File: src/rtl/mac_drv_pkg.sv
// Shared types and widths for the MAC operand driver: FSM state encoding,
// operand/result/tag widths and the 8-bit accumulate step used by the shadow checker.
package mac_drv_pkg;

    localparam int OP_W  = 4;
    localparam int RES_W = 10;
    localparam int TAG_W = 4;
    localparam int ACC_W = 8;

    typedef enum logic [1:0] {
        ST_IDLE,
        ST_ISSUE,
        ST_WAIT,
        ST_HOLD
    } drv_state_e;

    // Operands are zero-extended before the multiply so the product is not truncated to OP_W.
    function automatic logic [ACC_W-1:0] mac_step(input logic [ACC_W-1:0] acc,
                                                  input logic [OP_W-1:0]  a,
                                                  input logic [OP_W-1:0]  b);
        logic [ACC_W-1:0] prod;
        prod = ACC_W'(a) * ACC_W'(b);
        return acc + prod;
    endfunction

endpackage

File: src/rtl/mac_drv_fifo.sv
// Synchronous operand FIFO, DEPTH x W, with full/empty flags; DEPTH must be a power of 2
// so the pointers wrap naturally. Push while full and pop while empty are ignored.
module mac_drv_fifo #(
    parameter int DEPTH = 4,
    parameter int W     = 8
) (
    input  logic         clk,
    input  logic         rst,
    input  logic         push,
    input  logic [W-1:0] wdata,
    input  logic         pop,
    output logic [W-1:0] rdata,
    output logic         full,
    output logic         empty
);
    localparam int AW = $clog2(DEPTH);

    logic [W-1:0]  mem_q [DEPTH];
    logic [AW-1:0] wptr_q, wptr_d;
    logic [AW-1:0] rptr_q, rptr_d;
    logic [AW:0]   count_q, count_d;
    logic          do_push, do_pop;

    assign full    = (count_q == (AW+1)'(DEPTH));
    assign empty   = (count_q == '0);
    assign do_push = push && !full;
    assign do_pop  = pop && !empty;
    assign rdata   = mem_q[rptr_q];

    always_comb begin
        wptr_d  = do_push ? wptr_q + AW'(1) : wptr_q;
        rptr_d  = do_pop  ? rptr_q + AW'(1) : rptr_q;
        count_d = count_q;
        if (do_push && !do_pop)
            count_d = count_q + (AW+1)'(1);
        else if (do_pop && !do_push)
            count_d = count_q - (AW+1)'(1);
    end

    always_ff @(posedge clk or posedge rst) begin
        if (rst) begin
            wptr_q  <= '0;
            rptr_q  <= '0;
            count_q <= '0;
        end else begin
            wptr_q  <= wptr_d;
            rptr_q  <= rptr_d;
            count_q <= count_d;
        end
    end

    // Storage is not reset; emptiness is tracked by the pointers and count alone.
    always_ff @(posedge clk) begin
        if (do_push)
            mem_q[wptr_q] <= wdata;
    end

endmodule

File: src/rtl/mac_ifm_driver.sv
// Initiator side of the MAC operand interface: buffers operand pairs, issues them one at a
// time, waits for the MAC result and hands it downstream. MAC_DRV_CHECK_EN adds a shadow checker.
module mac_ifm_driver
    import mac_drv_pkg::*;
#(
    parameter int DEPTH   = 4,
    parameter int TIMEOUT = 8
) (
    input  logic             clk,
    input  logic             rst,
    input  logic             s_valid,
    output logic             s_ready,
    input  logic [OP_W-1:0]  s_a,
    input  logic [OP_W-1:0]  s_b,
    output logic [OP_W-1:0]  in1_IFM,
    output logic [OP_W-1:0]  in2_IFM,
    output logic             in_valid,
    input  logic [RES_W-1:0] mac_out,
    input  logic             mac_out_valid,
    output logic             m_valid,
    input  logic             m_ready,
    output logic [RES_W-1:0] m_res,
    output logic [TAG_W-1:0] m_tag,
    output logic             err_timeout
`ifdef MAC_DRV_CHECK_EN
    ,
    output logic             err_mismatch
`endif
);
    localparam int TW = $clog2(TIMEOUT);

    drv_state_e        state_q;
    logic [OP_W-1:0]   in1_q, in2_q;
    logic              in_valid_q;
    logic              m_valid_q;
    logic [RES_W-1:0]  m_res_q;
    logic [TAG_W-1:0]  m_tag_q;
    logic [TAG_W-1:0]  tag_q;
    logic [TW-1:0]     timer_q;
    logic              err_timeout_q;
    logic [2*OP_W-1:0] head;
    logic              fifo_full, fifo_empty;
`ifdef MAC_DRV_CHECK_EN
    logic [ACC_W-1:0]  exp_q;
    logic              err_mismatch_q;
`endif

    mac_drv_fifo #(
        .DEPTH (DEPTH),
        .W     (2*OP_W)
    ) u_fifo (
        .clk   (clk),
        .rst   (rst),
        .push  (s_valid && !fifo_full),
        .wdata ({s_a, s_b}),
        .pop   (state_q == ST_ISSUE),
        .rdata (head),
        .full  (fifo_full),
        .empty (fifo_empty)
    );

    assign s_ready     = !fifo_full;
    assign in1_IFM     = in1_q;
    assign in2_IFM     = in2_q;
    assign in_valid    = in_valid_q;
    assign m_valid     = m_valid_q;
    assign m_res       = m_res_q;
    assign m_tag       = m_tag_q;
    assign err_timeout = err_timeout_q;
`ifdef MAC_DRV_CHECK_EN
    assign err_mismatch = err_mismatch_q;
`endif

    always_ff @(posedge clk or posedge rst) begin
        if (rst) begin
            state_q       <= ST_IDLE;
            in1_q         <= '0;
            in2_q         <= '0;
            in_valid_q    <= 1'b0;
            m_valid_q     <= 1'b0;
            m_res_q       <= '0;
            m_tag_q       <= '0;
            tag_q         <= '0;
            timer_q       <= '0;
            err_timeout_q <= 1'b0;
`ifdef MAC_DRV_CHECK_EN
            exp_q          <= '0;
            err_mismatch_q <= 1'b0;
`endif
        end else begin
            case (state_q)
                // Operands are latched on entry so they are registered during the ISSUE cycle.
                ST_IDLE: begin
                    if (!fifo_empty) begin
                        in1_q      <= head[2*OP_W-1:OP_W];
                        in2_q      <= head[OP_W-1:0];
                        in_valid_q <= 1'b1;
                        state_q    <= ST_ISSUE;
                    end
                end
                ST_ISSUE: begin
                    in1_q      <= '0;
                    in2_q      <= '0;
                    in_valid_q <= 1'b0;
                    tag_q      <= tag_q + TAG_W'(1);
                    timer_q    <= '0;
`ifdef MAC_DRV_CHECK_EN
                    exp_q      <= mac_step(exp_q, in1_q, in2_q);
`endif
                    state_q    <= ST_WAIT;
                end
                ST_WAIT: begin
                    timer_q <= timer_q + TW'(1);
                    if (mac_out_valid) begin
                        m_res_q   <= mac_out;
                        m_tag_q   <= tag_q;
                        m_valid_q <= 1'b1;
`ifdef MAC_DRV_CHECK_EN
                        if (mac_out != {{(RES_W-ACC_W){1'b0}}, exp_q})
                            err_mismatch_q <= 1'b1;
`endif
                        state_q   <= ST_HOLD;
                    end else if (timer_q == TW'(TIMEOUT-1)) begin
                        err_timeout_q <= 1'b1;
                        state_q       <= ST_IDLE;
                    end
                end
                ST_HOLD: begin
                    if (m_ready) begin
                        m_valid_q <= 1'b0;
                        state_q   <= ST_IDLE;
                    end
                end
                default: state_q <= ST_IDLE;
            endcase
        end
    end

endmodule

File: config.mk
export PLATFORM = sky130hd
export DESIGN_NAME = mac_ifm_driver
export DESIGN_NICKNAME = d
export VERILOG_FILES = /design/src/rtl/mac_drv_pkg.sv /design/src/rtl/mac_drv_fifo.sv /design/src/rtl/mac_ifm_driver.sv
export SDC_FILE = /design/constraint.sdc
export NUM_CORES = 1
export LEC_CHECK = 0
export ABC_AREA = 1
export CAP_MARGIN = 20
export CORE_MARGIN = 2
export CORE_UTILIZATION = 48
export DETAILED_ROUTE_END_ITERATION = 8
export GPL_TIMING_DRIVEN = 0
export PLACE_DENSITY = 0.79
export SYNTH_ARGS = -nofsm -noshare
export SYNTH_HDL_FRONTEND = slang
export SYNTH_SLANG_ARGS = --single-unit
export TNS_END_PERCENT = 50
File: constraint.sdc
create_clock -name clk -period 2.1 [get_ports clk]
set_input_delay 0.42 -clock clk [delete_from_list [all_inputs] [get_ports clk]]
set_output_delay 0.42 -clock clk [all_outputs]
set_load 0.02 [all_outputs]
==> run summary <==
clock buffer depth = 2
non-clk buf share = 13.1%
Largest cell class = registers
# DRC = 0
Tmin final = 1990 ps
Logic inverters = 58
Clock Pin Slew Worst Setup and Hold Paths = 70 ps
placed insts = 439
Compound Share, Synth = 1.81%
Met3 Routed Length = 291 µm
Hold Fails Final Rpt = 0
drt first pass iters = 4
yosys warns = 0
Root Buffer = clkbuf_8
reg2reg end = u_fifo.count_q[1]$_DFFE_PP0P_
Setup Viol. Count Final = 0
Layout Cells excl Fill = 455
slew margin rel. = 43.7%
Synth Seq Share = 61.0%
yosys cell count = 311
CP Launch Point = u_fifo.count_q[1]$_DFFE_PP0P_
Crit Path Category = flip-flop to flip-flop
outcome = finished, final reports clean
top cells by count = nand2_1, inv_1, dfrtp_1, edfxtp_1, nand3_1
# IOs = 49
Largest Register = u_fifo.mem_q
worst setup path end = u_fifo.count_q[1]$_DFFE_PP0P_
layout cell share with drive strength beyond 1 = 12.5%
DP Worst Slack = -132 ps
CTS sink cnt = 73
Hold Slack = 476 ps
Hold Path Depth = 1
port buffer count = 48
Top Layout Cells = nand2_1, inv_1, clkdlybuf4s50_1
Comb/total area = 24.8%
nature of the critical path endpoint = flip-flop
and+or+nand+nor area frac = 16.1%
Chip Area = 7460 µm²
xor/xnor share = 2.15%
WP data arrival = 2220 ps
post-synthesis area per instance = 10.5 µm²
syn_nets = 348
count of tool warnings = 33
DP Area = 3840 µm²
fill count = 530
clk_buf instances = 12
first-pass GRT wire length = 9150 µm
height of the die = 86.4 µm
clock-cell share of area = 5.86%
Antenna Nets Post-Route = 0
Yosys reg bits = 73
Area leader share = 31.5%
Via density = 4.81
Async SR Flop Fraction = 56.2%
MaxCap Viol Count = 0
pin count of the biggest net entering global routing = 42
period utilisation layout = 94.8%
Tightest Hold Check Type = flip-flop to flip-flop
vias in the first global route = 2079
Setup Skew = 8.85 ps
Core Box Area = 6680 µm²
worst-case reg-to-reg path depth = 8
setup TNS = 0 ps
met2 WL = 2770 µm
# diodes = 0
met2 GRT Util = 27.1%
Core Util at FP = 48.7%
R2R Setup Slk = 110 ps
worst r2r src = u_fifo.count_q[1]$_DFFE_PP0P_
yosys stat chip area = 3260 µm²
max FFs per register = 32
cell taking the most area after synthesis = dfrtp_1
met1 WL = 2570 µm
post-CTS sizing = 4
number of enable flip-flop cells = 32
worst-path maximum fanout = 6
Startpoint Class = flip-flop
Leak = 1.97 nW
synthesized area = 3260 µm²
global placer's final weighted congestion = 0.724
Die W = 86.4 µm
Least-Margin Pin Slew = 843 ps
Max Used Layer = met4
Top cell excl fill/tap = nand2_1
f_max = 0.502 GHz
Main synth FF type = dfrtp_1
Post-Synth Adder-Cell Area = 5.61%
Hold EP = err_timeout$_DFFE_PP0P_
registers = 73
grt met1 use = 18.9%
RSZ-0062 raised after global routing = no
pwr/cell area = 1490 nW/µm²
count leader, synth = nand2_1
Final Max Slew Viols = 0
Req. time, crit path = 2330 ps
Max IR drop VDD = 497 µV
Synth logic family = simple AND/OR/NAND/NOR gates
DP HPWL = 3990 µm
Post-Syn Instances = 311
Top cells by area = dfrtp_1, edfxtp_1, nand2_1
Worst Hold Launch = err_timeout$_DFFE_PP0P_
initial antenna violation count = 0
total power = 6.10 mW
# Taps = 80
Unique cell types = 25
cts hold-fix bufs = 0
CTS tree = built
CTS buffer count = 9
1st-iter DRT viols = 96
Comb area = 1010 µm²
GR Util met3 = 4.48%
H-tree Lvls = 3
total congestion overflow = 0
Synth mux share = 4.84%
Post-layout nets = 407
Post-CTS Setup Bufs = 0
Most Used Layer, Global Route = met2
#MultiIn Comb = 173
## report_power, final
part	internal, mW	leakage [nW]	switching, mW	total [mW]
logic	1.12	1.05	1.42	2.54
registers	2.00	0.798	0.266	2.27
clock network	0.774	0.122	0.518	1.29
total	3.90	1.97	2.20	6.10
## worst max-delay path: stages (launching register included)
cell,delay [ps]
dfrtp_1,440
nor2_4,150
nand2_1,120
nand2_2,140
inv_1,100
ha_2,180
inv_1,70
fa_1,410
mux2_2,270
## cell families after synthesis
family                     Yosys count
AOI/OAI and AO/OA                   11
xor gates and xnor gates             8
adders and majority gates           14
buffers and inverters               65
DFF                                 73
muxes                               13
and+or+nand+nor                    127
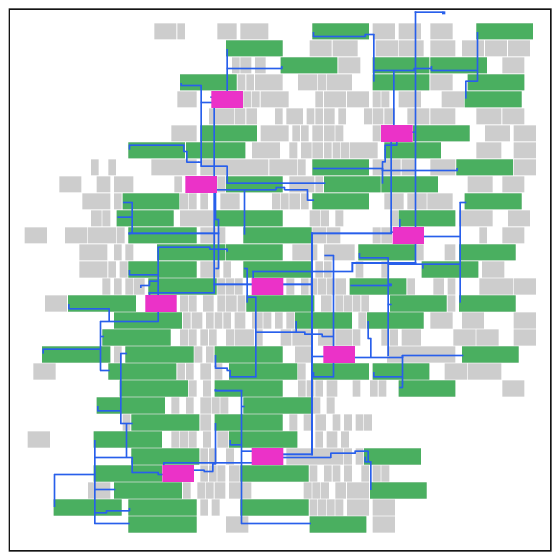
Fig. 1. Routed clock nets over the placement.
[flip-flops] green | count: 73
[clock drivers] magenta | count: 9
[clock wires] blue | length: 883 µm
routed clock nets	10
flops lie	all over the die
Latency at later pin: 350 ps
Clock power frac: 21.2%

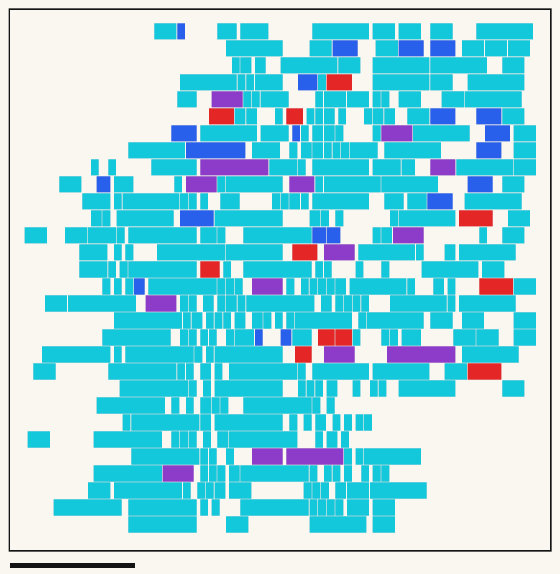
Fig. 2. Cells by drive strength.
The bar under the picture is 20 µm long.
size	colour	cells	share	most used
_2 cells	blue	21	5.6%	mux2_2
_3 and _4 cells	red	11	2.9%	buf_4
_0 and _1 cells	cyan	328	87%	nand2_1
_6 and larger	purple	15	4.0%	clkbuf_8
Area growth, synth to finish: 25.8%
final instance area: 4100 µm²
Signal buffers: 55
Worst Slack Setup Final: 109 ps

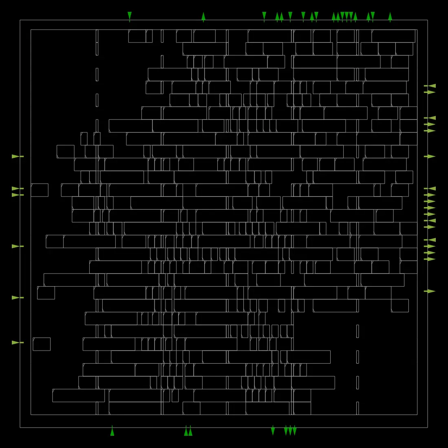
Fig. 3. Cell outlines without signal wires.
sequential cell area share: 48.5%
std cell rows: 30

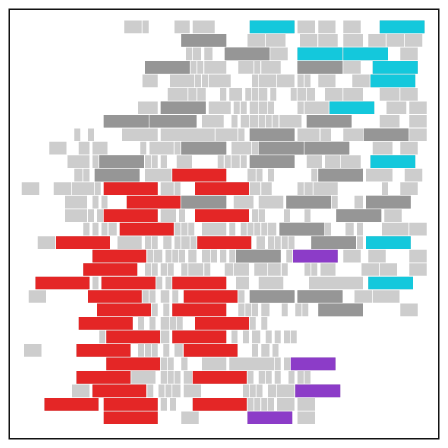
Fig. 4. Where the registers sit.
Other sequential cells in the stronger grey, the rest of the logic in the fainter grey.
signal	colour	flops
`in2_IFM`	purple	4
`m_res`	cyan	10
`u_fifo.mem_q`	red	32
sequential cell area: 1990 µm²
Seq group: 2.27 mW
Post-Route Utilization: 61.3%

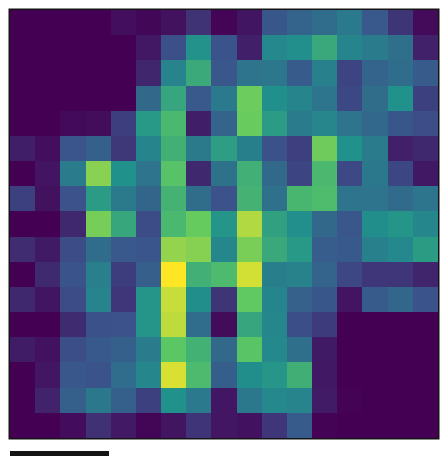
Fig. 5. Signal metal coverage by tile.
The bar under the picture is 20 µm long. 17 x 17 tiles, from dark purple (low) to yellow (high), scaled to the fullest tile. Values are wire area over tile area, all layers added.
densest ninth of the die	centre
nearly empty tiles	19%
tiles over half the peak	19%
emptiest ninth of the die	north-west
mean over tiles	0.12
WL/cell: 12.6 µm
Total Wirelength: 5740 µm
vias: 2189
Total GRT Usage: 16.1%

Power figures rest on the tool's default switching activity, not on a simulated workload.
